[src/rtl/blfh_cipher_packer.sv]
`default_nettype none
// ============================================================================
//  Module   : blfh_cipher_packer
//  Purpose  : Byte-stream front end for the Blowfish decrypt stage. Collects
//             a 32-bit key and 64-bit ciphertext blocks (MSB byte first),
//             queues finished blocks in a small FIFO and presents them on a
//             valid/ready interface while holding the key stable.
//  Revision : 1.0  initial release
// ============================================================================
module blfh_cipher_packer #(
    parameter int FIFO_DEPTH = 2,
    parameter int KEY_BYTES  = 4,
    parameter int BLK_BYTES  = 8
) (
    input  logic        clk,
    input  logic        rst_n,
    input  logic        key_load,
    input  logic [7:0]  in_byte,
    input  logic        in_valid,
    output logic        in_ready,
    output logic [31:0] key,
    output logic        key_valid,
    output logic [63:0] dec_ciphertext,
    output logic        blk_valid,
    input  logic        blk_ready,
    output logic [15:0] blk_count,
    output logic        overflow
);

    localparam int         AW          = $clog2(FIFO_DEPTH);
    localparam int         PW          = AW + 1;
    localparam logic [2:0] c_KEY_LAST  = 3'(KEY_BYTES - 1);
    localparam logic [2:0] c_BLK_LAST  = 3'(BLK_BYTES - 1);

    typedef enum logic [1:0] {
        ST_WAIT_KEY = 2'd0,
        ST_LOAD_KEY = 2'd1,
        ST_DATA     = 2'd2
    } state_t;

    state_t        r_state;
    state_t        w_state_nxt;

    logic [2:0]    r_cnt;
    logic [63:0]   r_shift;
    logic [31:0]   r_key;
    logic          r_key_valid;

    logic [63:0]   r_mem [FIFO_DEPTH];
    logic [PW-1:0] r_wr_ptr;
    logic [PW-1:0] r_rd_ptr;
    logic [PW-1:0] w_rd_next;
    logic [63:0]   r_head;
    logic [15:0]   r_blk_count;
    logic          r_overflow;

    logic          w_empty;
    logic          w_full;
    logic          w_pop;
    logic          w_in_ready;
    logic          w_accept;
    logic          w_key_done;
    logic          w_push;
    logic          w_wr_en;
    logic [63:0]   w_push_data;

    // FIFO occupancy flags from the extra wrap bit of each pointer
    assign w_empty   = (r_wr_ptr == r_rd_ptr);
    assign w_full    = (r_wr_ptr[AW] != r_rd_ptr[AW]) &&
                       (r_wr_ptr[AW-1:0] == r_rd_ptr[AW-1:0]);
    assign w_pop     = !w_empty && blk_ready;
    assign w_rd_next = r_rd_ptr + 1'b1;

    // A key_load pulse always wins over a byte presented in the same cycle
    assign w_accept    = in_valid && w_in_ready && !key_load;
    assign w_key_done  = w_accept && (r_state == ST_LOAD_KEY) && (r_cnt == c_KEY_LAST);
    assign w_push      = w_accept && (r_state == ST_DATA) && (r_cnt == c_BLK_LAST);
    assign w_push_data = {r_shift[55:0], in_byte};
    // A push while full only lands if the head leaves on the same edge
    assign w_wr_en     = w_push && (!w_full || w_pop);

    // Byte acceptance: back-pressure only the completing byte when no slot frees up
    always_comb begin
        w_in_ready = 1'b0;
        case (r_state)
            ST_LOAD_KEY: w_in_ready = 1'b1;
            ST_DATA:     w_in_ready = !(w_full && (r_cnt == c_BLK_LAST) && !w_pop);
            default:     w_in_ready = 1'b0;
        endcase
    end

    // Next-state selection for the key / data sequencer
    always_comb begin
        w_state_nxt = r_state;
        case (r_state)
            ST_WAIT_KEY: begin
                if (key_load) w_state_nxt = ST_LOAD_KEY;
            end
            ST_LOAD_KEY: begin
                if (key_load)        w_state_nxt = ST_LOAD_KEY;
                else if (w_key_done) w_state_nxt = ST_DATA;
            end
            ST_DATA: begin
                if (key_load) w_state_nxt = ST_LOAD_KEY;
            end
            default: w_state_nxt = ST_WAIT_KEY;
        endcase
    end

    // State register
    always_ff @(posedge clk or negedge rst_n) begin
        if (!rst_n) r_state <= ST_WAIT_KEY;
        else        r_state <= w_state_nxt;
    end

    // Byte assembly: shift register, byte counter and key capture
    always_ff @(posedge clk or negedge rst_n) begin
        if (!rst_n) begin
            r_cnt       <= '0;
            r_shift     <= '0;
            r_key       <= '0;
            r_key_valid <= 1'b0;
        end else if (key_load) begin
            // Restart counting; any partial block is abandoned
            r_cnt <= '0;
        end else if (w_accept) begin
            r_shift <= w_push_data;
            if (w_key_done || w_push) r_cnt <= '0;
            else                      r_cnt <= r_cnt + 3'd1;
            if (w_key_done) begin
                r_key       <= {r_shift[23:0], in_byte};
                r_key_valid <= 1'b1;
            end
        end
    end

    // FIFO storage and pointers, plus overflow and pop statistics
    always_ff @(posedge clk or negedge rst_n) begin
        if (!rst_n) begin
            for (int i = 0; i < FIFO_DEPTH; i++) r_mem[i] <= '0;
            r_wr_ptr    <= '0;
            r_rd_ptr    <= '0;
            r_blk_count <= '0;
            r_overflow  <= 1'b0;
        end else begin
            if (w_wr_en) begin
                r_mem[r_wr_ptr[AW-1:0]] <= w_push_data;
                r_wr_ptr                <= r_wr_ptr + 1'b1;
            end
            if (w_pop) begin
                r_rd_ptr    <= w_rd_next;
                r_blk_count <= r_blk_count + 16'd1;
            end
            if (w_push && w_full && !w_pop) r_overflow <= 1'b1;
        end
    end

    // Output head register: follows the FIFO head, holds last popped block when empty
    always_ff @(posedge clk or negedge rst_n) begin
        if (!rst_n) begin
            r_head <= '0;
        end else if (w_pop) begin
            if (w_rd_next != r_wr_ptr) r_head <= r_mem[w_rd_next[AW-1:0]];
            else if (w_wr_en)          r_head <= w_push_data;
        end else if (w_empty && w_wr_en) begin
            r_head <= w_push_data;
        end
    end

    assign in_ready       = w_in_ready;
    assign key            = r_key;
    assign key_valid      = r_key_valid;
    assign dec_ciphertext = r_head;
    assign blk_valid      = !w_empty;
    assign blk_count      = r_blk_count;
    assign overflow       = r_overflow;

endmodule
`default_nettype wire
[config.mk]
export PLATFORM = sky130hd
export DESIGN_NAME = blfh_cipher_packer
export DESIGN_NICKNAME = d
export VERILOG_FILES = /design/src/rtl/blfh_cipher_packer.sv
export SDC_FILE = /design/constraint.sdc
export NUM_CORES = 1
export LEC_CHECK = 0
export CAP_MARGIN = 20
export CORE_UTILIZATION = 57
export DETAILED_ROUTE_END_ITERATION = 10
export PLACE_DENSITY = 0.79
export SLEW_MARGIN = 10
export SYNTH_ARGS = -nofsm -noshare
export SYNTH_HDL_FRONTEND = slang
export SYNTH_SLANG_ARGS = --single-unit
[constraint.sdc]
create_clock -name clk -period 2.8 [get_ports clk]
set_clock_uncertainty 0.05 [all_clocks]
set_input_delay 0.7 -clock clk [delete_from_list [all_inputs] [get_ports clk]]
set_output_delay 0.7 -clock clk [all_outputs]
set_load 0.005 [all_outputs]
Figure 1. Routed metal per tile.
Scale bar: 50 um. 31 x 31 tiles, from dark blue (low) to red (high), scaled to the fullest tile. Values are wire area over tile area, all layers added.
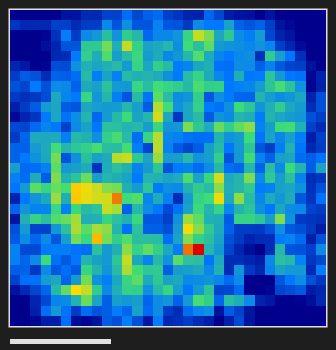
tiles over half the peak: 9.4%
nearly empty tiles: 7.5%
emptiest ninth of the die: south-east
mean over tiles: 0.21
Final Routed Wirelength: 32300 um
drt wl/cell: 22.6 um
GRT Overall Usage: 0.272
vias after detailed routing: 8946

Figure 2. Signal wires on met3.
Scale bar: 50 um.
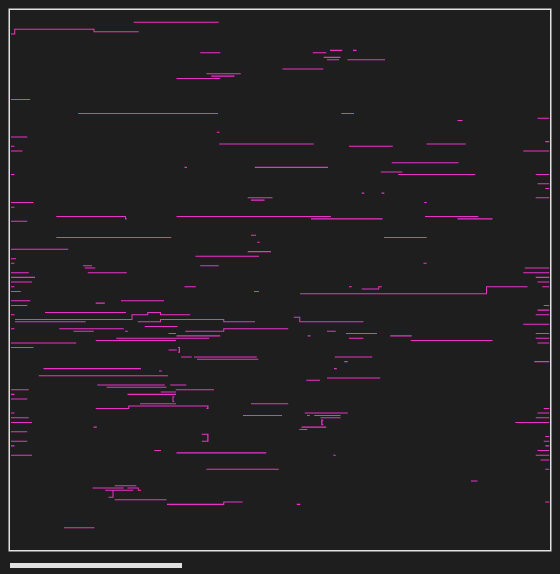
nets with wire on the layer: 117
longest straight run: 54.1 um
share of all routed wire: 5.0%
main direction: horizontal
wire length on this layer: 1620 um

Figure 3. Cells colored by class.
Fill, decap, tap and diode cells in gray.
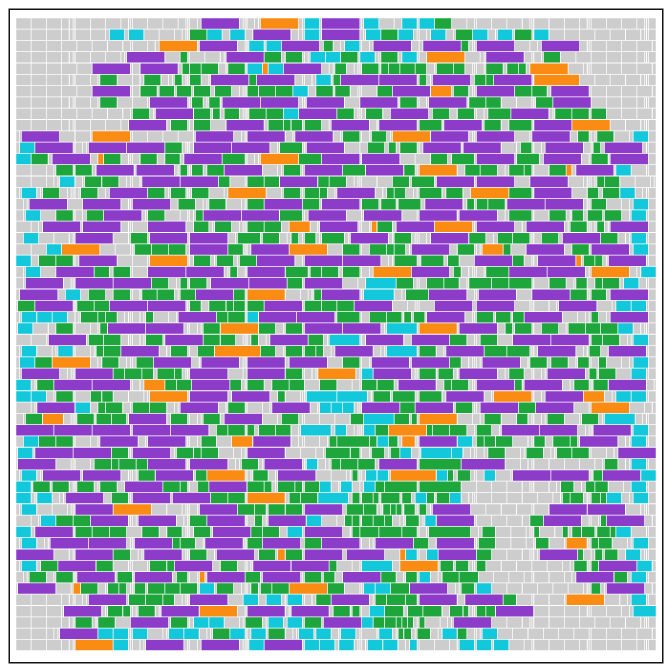
legend:
  purple:
    class: flip-flops
    cells: 307
  green:
    class: all other logic
    cells: 581
  cyan:
    class: other buffers and delay cells
    cells: 167
  orange:
    class: clock drivers and dummy loads
    cells: 56
Core Box Area: 23500 um2
Final Core Density: 0.705
Seq area share: 0.465
final instance area: 16500 um2

==> flow_metrics.py <==
# Flow results
metrics = {
    "status": {
        "status": "finished clean",
    },
    "global_route": {
        "overflow": 0,
        "grt_max_degree": 92,
        "grt_pass1_wl_um": 51600,
        "use_met2": 0.448,
        "grt.busiest_layer": "met2",
        "grt_use_met3": 0.0402,
        "met1_usage": 0.367,
        "first_global_vias": 9221,
    },
    "critical_path": {
        "worstReg2RegEnd": "dec_ciphertext[62]",
        "cpPeakStageDelay_ns": 0.46,
        "worstSetupStartpointType": "register",
        "crit_start": "r_wr_ptr[0]",
        "reg2reg_depth": 6,
        "cp_top_family": "buffers and inverters",
        "crit_path_end": "blk_valid",
        "crit_type": "reg -> out",
        "path_max_fanout": 5,
        "slowest_stage": "clkdlybuf4s50_1",
        "crit_buf_inv": 2,
        "cp.depth": 4,
        "cp_cell_sequence": "buf_4, xnor2_4, nand2_1, clkdlybuf4s50_1",
        "critPathRequiredTime_ns": 2.05,
        "worstPathArrival_ns": 1.97,
        "r2r_start": "r_rd_ptr[0]",
        "rrSetupSlack_ns": 0.23,
    },
    "power_and_ir_drop": {
        "pwr-share-seq": 0.409,
        "powerSeq_uw": 6470,
        "p_total_uw": 15800,
        "power_switching_uw": 5050,
        "pwr.group.clock_uw": 4500,
        "ir_worst_vdd_v": 0.000563,
        "swShare": 0.319,
        "p_per_area_nw_per_um2": 958,
        "clkPwrFrac": 0.284,
        "power_leader": "sequential cells",
        "power_frac_comb": 0.308,
    },
    "synthesis": {
        "fa_ha_area_frac": 0.00732,
        "synth.most_common_cell": "dfrtp_1",
        "avgSynthCellArea_um2": 14.1,
        "yosys_cells": 968,
        "async_reset_ff_frac": 1.00,
        "syn_area_um2": 13700,
        "logic_family": "multiplexers",
        "synth.distinct_cells": 53,
        "compound_area_frac": 0.0685,
        "synth_flops": 307,
        "common_cells": "dfrtp_1 (307), mux2_2 (183), nand3_1 (67)",
        "synthMuxAreaShare": 0.233,
        "topCellsByArea": "dfrtp_1 (56%), mux2_2 (15%), mux2i_1 (4.7%), o221a_2 (4.3%), or4_1 (3.6%)",
        "edf_count": 0,
        "postSynthCellCount": 968,
        "yosys_area_um2": 13700,
        "synthSimpleGateAreaFrac": 0.0757,
        "ys_sh_xor": 0.0181,
        "top_cell_area_share": 0.562,
        "yosysTopAreaCell": "dfrtp_1",
        "syn_nets": 989,
        "seq_area_frac_synth": 0.562,
    },
    "drt": {
        "drcViolationCount": 0,
        "met2RoutedLength_um": 16000,
        "first_pass_iters": 4,
        "ant_nets": 0,
        "drt-vias-per-instance": 6.26,
        "wl_met1_um": 14000,
    },
    "placed_design": {
        "place_area_um2": 15400,
        "place_ws_ns": -0.00141,
        "post-place-cells": 1372,
    },
    "die": {
        "die_w_um": 157,
        "fp_util": 0.583,
        "dieArea_um2": 24600,
        "rows": 56,
        "die_y_um": 157,
        "tapCellCount": 319,
    },
    "cells_and_area": {
        "layout-drive-gt1-share": 0.336,
        "comb_cells": 573,
        "largest_reg_flops": 128,
        "num_antenna_cells": 0,
        "fill_cells": 1577,
        "largestClassByArea": "sequential cells",
        "layout.nets": 1112,
        "clock_tree_area_fraction": 0.0678,
        "final_cell_mix": "dfrtp_1 (306), mux2_2 (183), clkdlybuf4s50_1 (125)",
        "largest_register": "r_mem",
        "nNonClkBuffers": 167,
        "seq_area_um2": 7690,
        "flops": 307,
        "fin_cells": 1430,
        "lay_top_count": "dfrtp_1",
        "nonClockInverterCount": 8,
    },
    "clocking": {
        "root_buffer": "clkbuf_16",
        "cts_num_sinks": 307,
        "cts_buffer_depth": 3,
        "clock_latency_ns": 0.52,
        "ctsHoldBuffers": 0,
        "cts_max_level": 2,
        "path_clk_slew_ns": 0.06,
        "cts_tree": "built",
        "post_cts_buffers": 2,
    },
    "job": {
        "max-cap-violations": 0,
        "warnings": 30,
    },
    "final_timing": {
        "setup_tns_ns": 0,
        "hold_slack_ns": 0.0792,
        "final_hold_viol_count": 0,
        "worst_pin_slew_ns": 0.741,
        "fin_ws_ns": 0.0777,
        "slew_violations": 0,
        "rsz0062_at_grt": "no",
        "slew_headroom": 0.506,
    },
}
Power figures rest on the tool's default switching activity, not on a simulated workload.
